**config.mk**
```make
export PLATFORM = sky130hd
export DESIGN_NAME = camera_capture_fsm
export DESIGN_NICKNAME = d
export VERILOG_FILES = /design/src/rtl/camera_capture_fsm.sv
export SDC_FILE = /design/constraint.sdc
export NUM_CORES = 1
export LEC_CHECK = 0
export ABC_CLOCK_PERIOD_IN_PS = 1600
export CORE_UTILIZATION = 47
export CTS_CLUSTER_SIZE = 10
export DETAILED_ROUTE_END_ITERATION = 10
export PLACE_DENSITY_LB_ADDON = 0.12
export SLEW_MARGIN = 10
export SYNTH_ARGS = -nofsm -noshare
export SYNTH_HDL_FRONTEND = slang
export SYNTH_SLANG_ARGS = --single-unit
```
**constraint.sdc**
```tcl
create_clock -name clk -period 1.6 [get_ports clk]
set_input_delay 0.32 -clock clk [delete_from_list [all_inputs] [get_ports clk]]
set_output_delay 0.32 -clock clk [all_outputs]
set_load 0.02 [all_outputs]
```
**src/rtl/camera_capture_fsm.sv**
```systemverilog
// rtl/camera_capture_fsm.sv - capture sequencer: erase, timed exposure, two-row readout
module camera_capture_fsm #(
  parameter int EXP_W   = 5,
  parameter int EXP_MIN = 2,
  parameter int EXP_MAX = 30
) (
  input  logic             clk,
  input  logic             reset,
  input  logic             init,
  input  logic [EXP_W-1:0] ex_time,
  output logic             erase,
  output logic             expose,
  output logic             nre_1,
  output logic             nre_2,
  output logic             adc,
  output logic             busy,
  output logic             frame_done
);

  localparam logic [1:0] IDLE    = 2'd0;
  localparam logic [1:0] EXPOSE  = 2'd1;
  localparam logic [1:0] READOUT = 2'd2;

  logic [1:0]       state, state_n;
  logic [EXP_W-1:0] cnt, cnt_n;
  logic [2:0]       row, row_n;
  logic [EXP_W-1:0] exp_n;
  logic             erase_n, expose_n, nre_1_n, nre_2_n, adc_n, busy_n, frame_done_n;

  // Readout row pattern as {nre_1, nre_2, adc, frame_done}
  function automatic logic [3:0] ro_out(input logic [2:0] r);
    case (r)
      3'd0:    ro_out = 4'b0100;
      3'd1:    ro_out = 4'b0110;
      3'd2:    ro_out = 4'b0100;
      3'd3:    ro_out = 4'b1100;
      3'd4:    ro_out = 4'b1000;
      3'd5:    ro_out = 4'b1010;
      3'd6:    ro_out = 4'b1000;
      default: ro_out = 4'b1101;
    endcase
  endfunction

  always_comb begin
    if (int'(ex_time) < EXP_MIN)
      exp_n = EXP_W'(EXP_MIN);
    else if (int'(ex_time) > EXP_MAX)
      exp_n = EXP_W'(EXP_MAX);
    else
      exp_n = ex_time;
  end

  // Next outputs are computed alongside the next state so every output is a flop
  always_comb begin
    state_n      = state;
    cnt_n        = cnt;
    row_n        = row;
    erase_n      = 1'b1;
    expose_n     = 1'b0;
    nre_1_n      = 1'b1;
    nre_2_n      = 1'b1;
    adc_n        = 1'b0;
    busy_n       = 1'b0;
    frame_done_n = 1'b0;
    case (state)
      IDLE: begin
        if (init) begin
          state_n  = EXPOSE;
          cnt_n    = exp_n;
          erase_n  = 1'b0;
          expose_n = 1'b1;
          busy_n   = 1'b1;
        end
      end
      EXPOSE: begin
        erase_n = 1'b0;
        busy_n  = 1'b1;
        if (cnt == EXP_W'(1)) begin
          state_n = READOUT;
          cnt_n   = '0;
          row_n   = 3'd0;
          {nre_1_n, nre_2_n, adc_n, frame_done_n} = ro_out(3'd0);
        end else begin
          cnt_n    = cnt - EXP_W'(1);
          expose_n = 1'b1;
        end
      end
      READOUT: begin
        if (row == 3'd7) begin
          state_n = IDLE;
          row_n   = 3'd0;
        end else begin
          row_n   = row + 3'd1;
          erase_n = 1'b0;
          busy_n  = 1'b1;
          {nre_1_n, nre_2_n, adc_n, frame_done_n} = ro_out(row + 3'd1);
        end
      end
      default: state_n = IDLE;
    endcase
  end

  always_ff @(posedge clk) begin
    if (reset) begin
      state      <= IDLE;
      cnt        <= '0;
      row        <= '0;
      erase      <= 1'b1;
      expose     <= 1'b0;
      nre_1      <= 1'b1;
      nre_2      <= 1'b1;
      adc        <= 1'b0;
      busy       <= 1'b0;
      frame_done <= 1'b0;
    end else begin
      state      <= state_n;
      cnt        <= cnt_n;
      row        <= row_n;
      erase      <= erase_n;
      expose     <= expose_n;
      nre_1      <= nre_1_n;
      nre_2      <= nre_2_n;
      adc        <= adc_n;
      busy       <= busy_n;
      frame_done <= frame_done_n;
    end
  end

endmodule

```
Placement view:
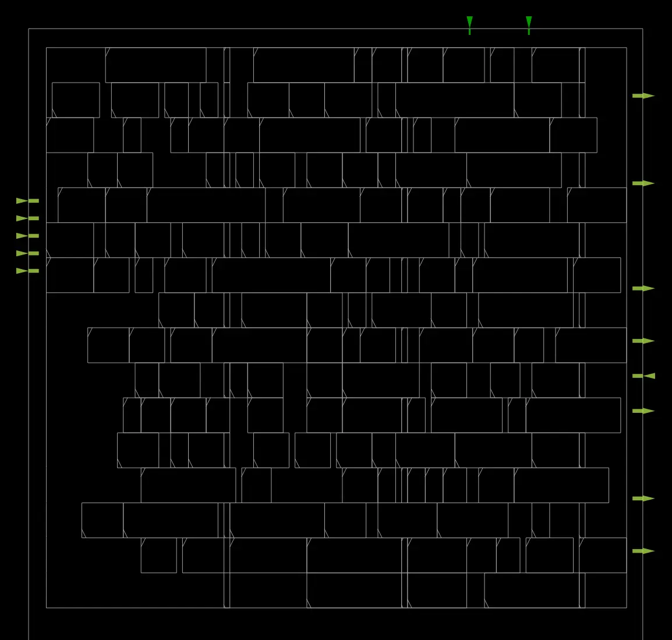
Core ar.: 0.00196 mm2
Seq/total area: 23.6%
row count: 16

M3 wires:
(6 px per um) Cells faint in the background.
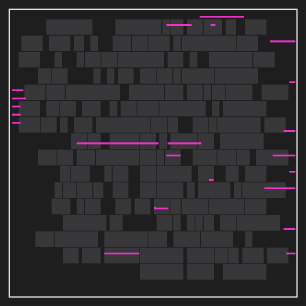
main direction: horizontal
share of all routed wire: 2.5%
wire length on this layer: 65.0 um
nets with wire on the layer: 18
longest straight run: 13.3 um
via count of the routed design: 980
met3 usage: 3.40%
final WL: 2650 um

Cells by drive strength:
(8 px per um)
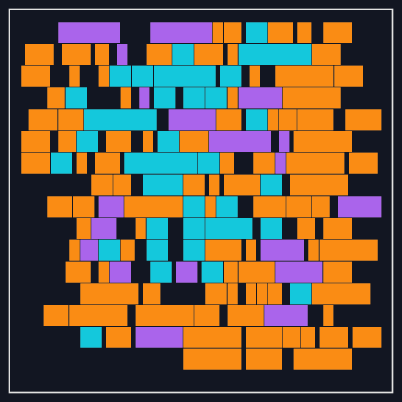
| color | size | cells | share |
|---|---|---|---|
| cyan | _3 and _4 cells | 33 | 23% |
| purple | _2 cells | 19 | 13% |
| orange | _0 and _1 cells | 94 | 64% |
final instance area: 0.00146 mm2
area grow syn2layout: 48.5%
fin worst setup slack: -100 ps
Repair and plain buffers: 38

Where the registers sit:
(8 px per um)
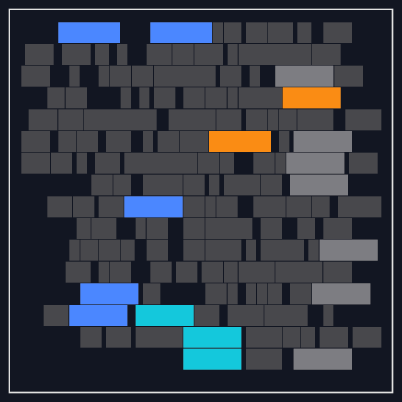
| color | signal | sequential cells |
|---|---|---|
| orange | `state` | 2 |
| blue | `cnt` | 5 |
| cyan | `row` | 3 |

Cells colored by class:
(10 px per um)
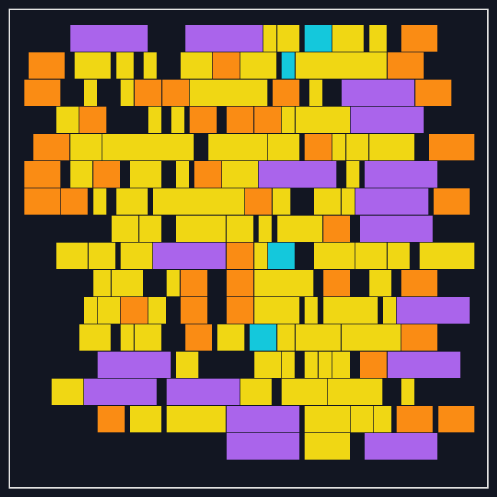
| color | class | cells | share of their area |
|---|---|---|---|
| orange | remaining buffers and delay cells | 38 | 23% |
| purple | sequential cells | 17 | 24% |
| yellow | combinational and other logic | 87 | 51% |
| cyan | clock drivers and dummy loads | 4 | 1.8% |

==> results_slide.txt <==
Implementation Results

Outcome
  – Status: finished, violations left
  – Failing checks: negative setup slack

Synthesis
  – Distinct cell type count after synthesis: 38
  – Comb area leader: AND-OR/OR-AND gates
  – Seq share, synth: 34.6%
  – Synth flops: 17
  – Top cells by area: dfxtp_1, ha_1, o32ai_1, inv_1, a21oi_1
  – Yosys warnings: 0
  – Largest area contributor in the netlist: dfxtp_1
  – AND/OR/NAND/NOR Cells, Area Fraction: 20.9%
  – Adder share: 15.3%
  – Syn Area/Cell: 9.18 um2
  – Mux frac, synth: 1.02%

Global route
  – First-pass GRT wire length: 3670 um
  – Initial antenna violation count: 0

Final layout
  – Area-dominant class: combinational gates
  – Nets: 167
  – Finished Layout Cells: 173
  – Post-layout util: 74.4%
  – Share of layout cells above drive strength 1: 35.6%
  – Inverter count: 13
  – Number of diodes: 0
  – Max reg flops: 5
  – FF/Latch Area: 344 um2
  – Combinational share of cell area: 46.8%

Pwr
  – Comb pwr share: 39.1%
  – Comb pwr: 0.465 mW
  – Net Sw Power: 0.391 mW
  – Switching part of the total: 32.9%
  – Sequential power share: 40.7%
  – VDD IR max: 0.510 mV
  – Power Sequential: 0.483 mW
  – Clock power share: 20.2%

Worst hold path
  – Hold Startpoint: state[1]$_SDFFE_PP0P_
  – Hold depth: 2

Clock network
  – CTS max path bufs: 2
  – CTS sink cnt: 17
  – Post-CTS setup buffer count: 1
  – Post-cts sizing count: 5
  – CTS tree: done

Place
  – GP Congestion: 0.849
  – Cells after DPL: 166
  – Pre-CTS setup slack: -68.5 ps

Timing
  – Fin worst setup slack: -100 ps
  – Clock Skew: 9.80 ps
  – Final Setup Violations: 2
  – Slew of the pin with the lowest slew margin: 521 ps
  – Tcrit/Tclk final: 106%

Flow run
  – Max cap viols: 0

Critical path
  – WS Path Type: register to register
  – Critical path buffers and inverters: 1
  – Launching point of the worst reg2reg path: cnt[1]$_SDFFE_PP0P_
  – Critical Path End Type: register
  – Worst path top cell family by delay: AND-OR/OR-AND gates

Drt
  – DRT iter0 DRCs: 24
  – DR pass1 iterations: 4
  – Via density: 5.66

Floorplanning
  – Starting Density: 50.1%
  – Tapcells: 27
-- layout by cell type, fill, tap and decap left out, drive strengths merged, types with 2 or more instances in the layout --
cell	count
nand3	2
inv	13
and2	2
or3	3
a21oi	7
a221oi	2
clkdlybuf4s50	13
nand2b	3
nor3b	2
nand2	4
buf	24
dfxtp	17
a32oi	2
or4b	2
clkbuf	4
nor2b	2
nor2	7
ha	12
o32ai	6
nand3b	2
-- metal layers --
layer | vias to the layer above | share of wire [%] | track usage [%]
li1 | 478 | - | -
met4 | 0 | 2.9 | 10.6
met3 | 7 | 2.5 | 3.40
met1 | 471 | 41 | 27.0
met2 | 24 | 54 | 41.1
met5 | - | 0 | 0
No activity file was given, so power comes from the tool's default toggle rates.
